Nets reached from selected ports:
(2 px per micron)
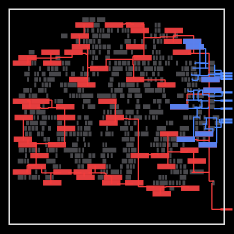
Cell area per tile:
(4 px per micron) The die is cut into 11 by 11 equal tiles; dark blue is low, red is high, 0 to 100% covered.
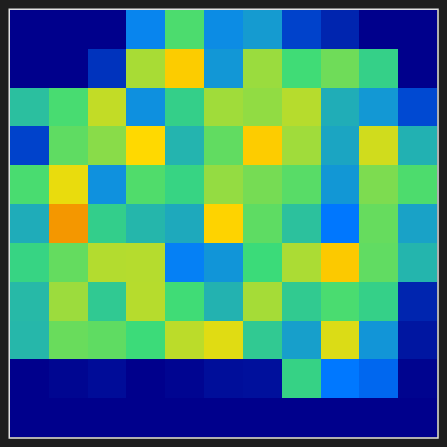
Met1 routing:
(4 px per micron) Supply wires on this layer in grey.
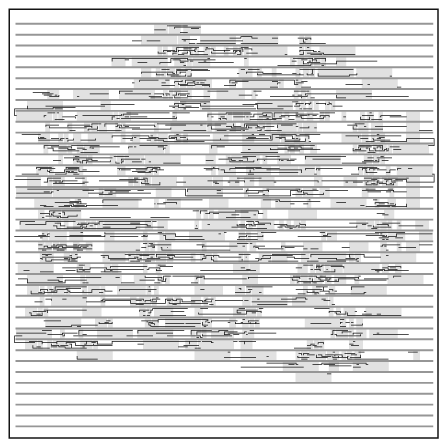
Cell outlines without signal wires:
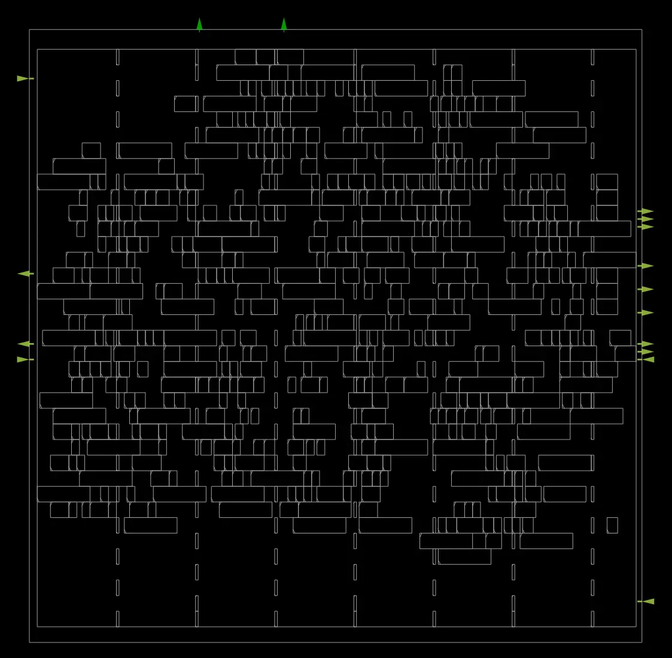
==> config.mk <==
export PLATFORM = sky130hd
export DESIGN_NAME = slos_detect
export DESIGN_NICKNAME = d
export VERILOG_FILES = /design/src/rtl/slos_detect.sv
export SDC_FILE = /design/constraint.sdc
export NUM_CORES = 1
export LEC_CHECK = 0
export ABC_AREA = 1
export CORE_UTILIZATION = 34
export CTS_BUF_LIST = sky130_fd_sc_hd__clkbuf_8
export DETAILED_ROUTE_END_ITERATION = 16
export PLACE_DENSITY = 0.53
export REMOVE_ABC_BUFFERS = 1
export SLEW_MARGIN = 15
export SYNTH_ARGS = -nofsm -noshare
export SYNTH_HDL_FRONTEND = slang
export SYNTH_SLANG_ARGS = --single-unit
==> constraint.sdc <==
create_clock -name clk -period 2.4 [get_ports clk]
set_clock_uncertainty 0.15 [all_clocks]
set_input_delay 0.6 -clock clk [delete_from_list [all_inputs] [get_ports clk]]
set_output_delay 0.6 -clock clk [all_outputs]
set_load 0.005 [all_outputs]
==> results.cfg <==
; synthesis and place-and-route metrics
[routing]
vias_per_cell = 4.74
drt-initial-drc-count = 96
wl_met1_microns = 3920

[setup_path]
max_stage_delay_ps = 400
crit_chain = inv_1 > nand2_1 > nor2_2 > nand3_4 > nand2_4 > nand2_4 > nand2_8 > inv_1 > nor2_2 > ha_2 > nand3_1 > xor2_1 > nor3_1 > nand3_1 > o21ai_0
start_kind = flip-flop
slowest_stage = dfrtp_1

[global_route]
grt_pass1_vias = 3028
use_met3_pct = 4.50
grt_usage_pct = 16.0
grt_max_degree = 34

[sta]
setup_tns_ps = 0
holdWs_ps = 135
hold_violations = 0

[logic_synthesis]
muxShareOfSynthArea_pct = 0
yosys_area_sq_mm = 0.00373
largest_area_cell = dfrtp_1
postSynthSeqShare_pct = 41.5
synth_cells = 455
async_flop_share_pct = 100

[pwr]
clk-power_uw = 774
powerComb_uw = 280

[finish]
final_cell_mix = 91 x nand2_1, 62 x dfrtp_1, 56 x inv_1
buffer_area_share_pct = 9.76
signal_buffers = 46
comb_share_pct = 42.4

[run]
warnings = 29
maxCapViolations = 0

[floorplanning]
fp.dieH_microns = 107

[clock_network]
h-tree-depth = 3

[outcome]
status = complete, no violations
## Picture notes: 'nets reached from selected ports'
[blue] `err_cnt` | bits: 8 | direction: output | edge: right | end cells: 8 | buffers: 8 | wire: 235 microns
[red] `reset` | bits: 1 | direction: input | edge: right | end cells: 62 | buffers: 4 | wire: 599 microns
Boundary Pins: 16
port bufs: 15

## Picture notes: 'cell area per tile'
nearly empty tiles: 20%
mean over tiles: 37%
tiles over 75% full: 5.0%
CORE AREA: 0.0105 sq mm
Starting Density: 35.5%

## Picture notes: 'met1 routing'
share of all routed wire: 48%
main direction: horizontal
longest straight run: 39.6 microns
DR vias: 3,028
total wire length: 8120 microns
global-route track usage on met1: 20.6%

## Picture notes: 'cell outlines without signal wires'
Core Rows: 37
Filler cells: 1,087

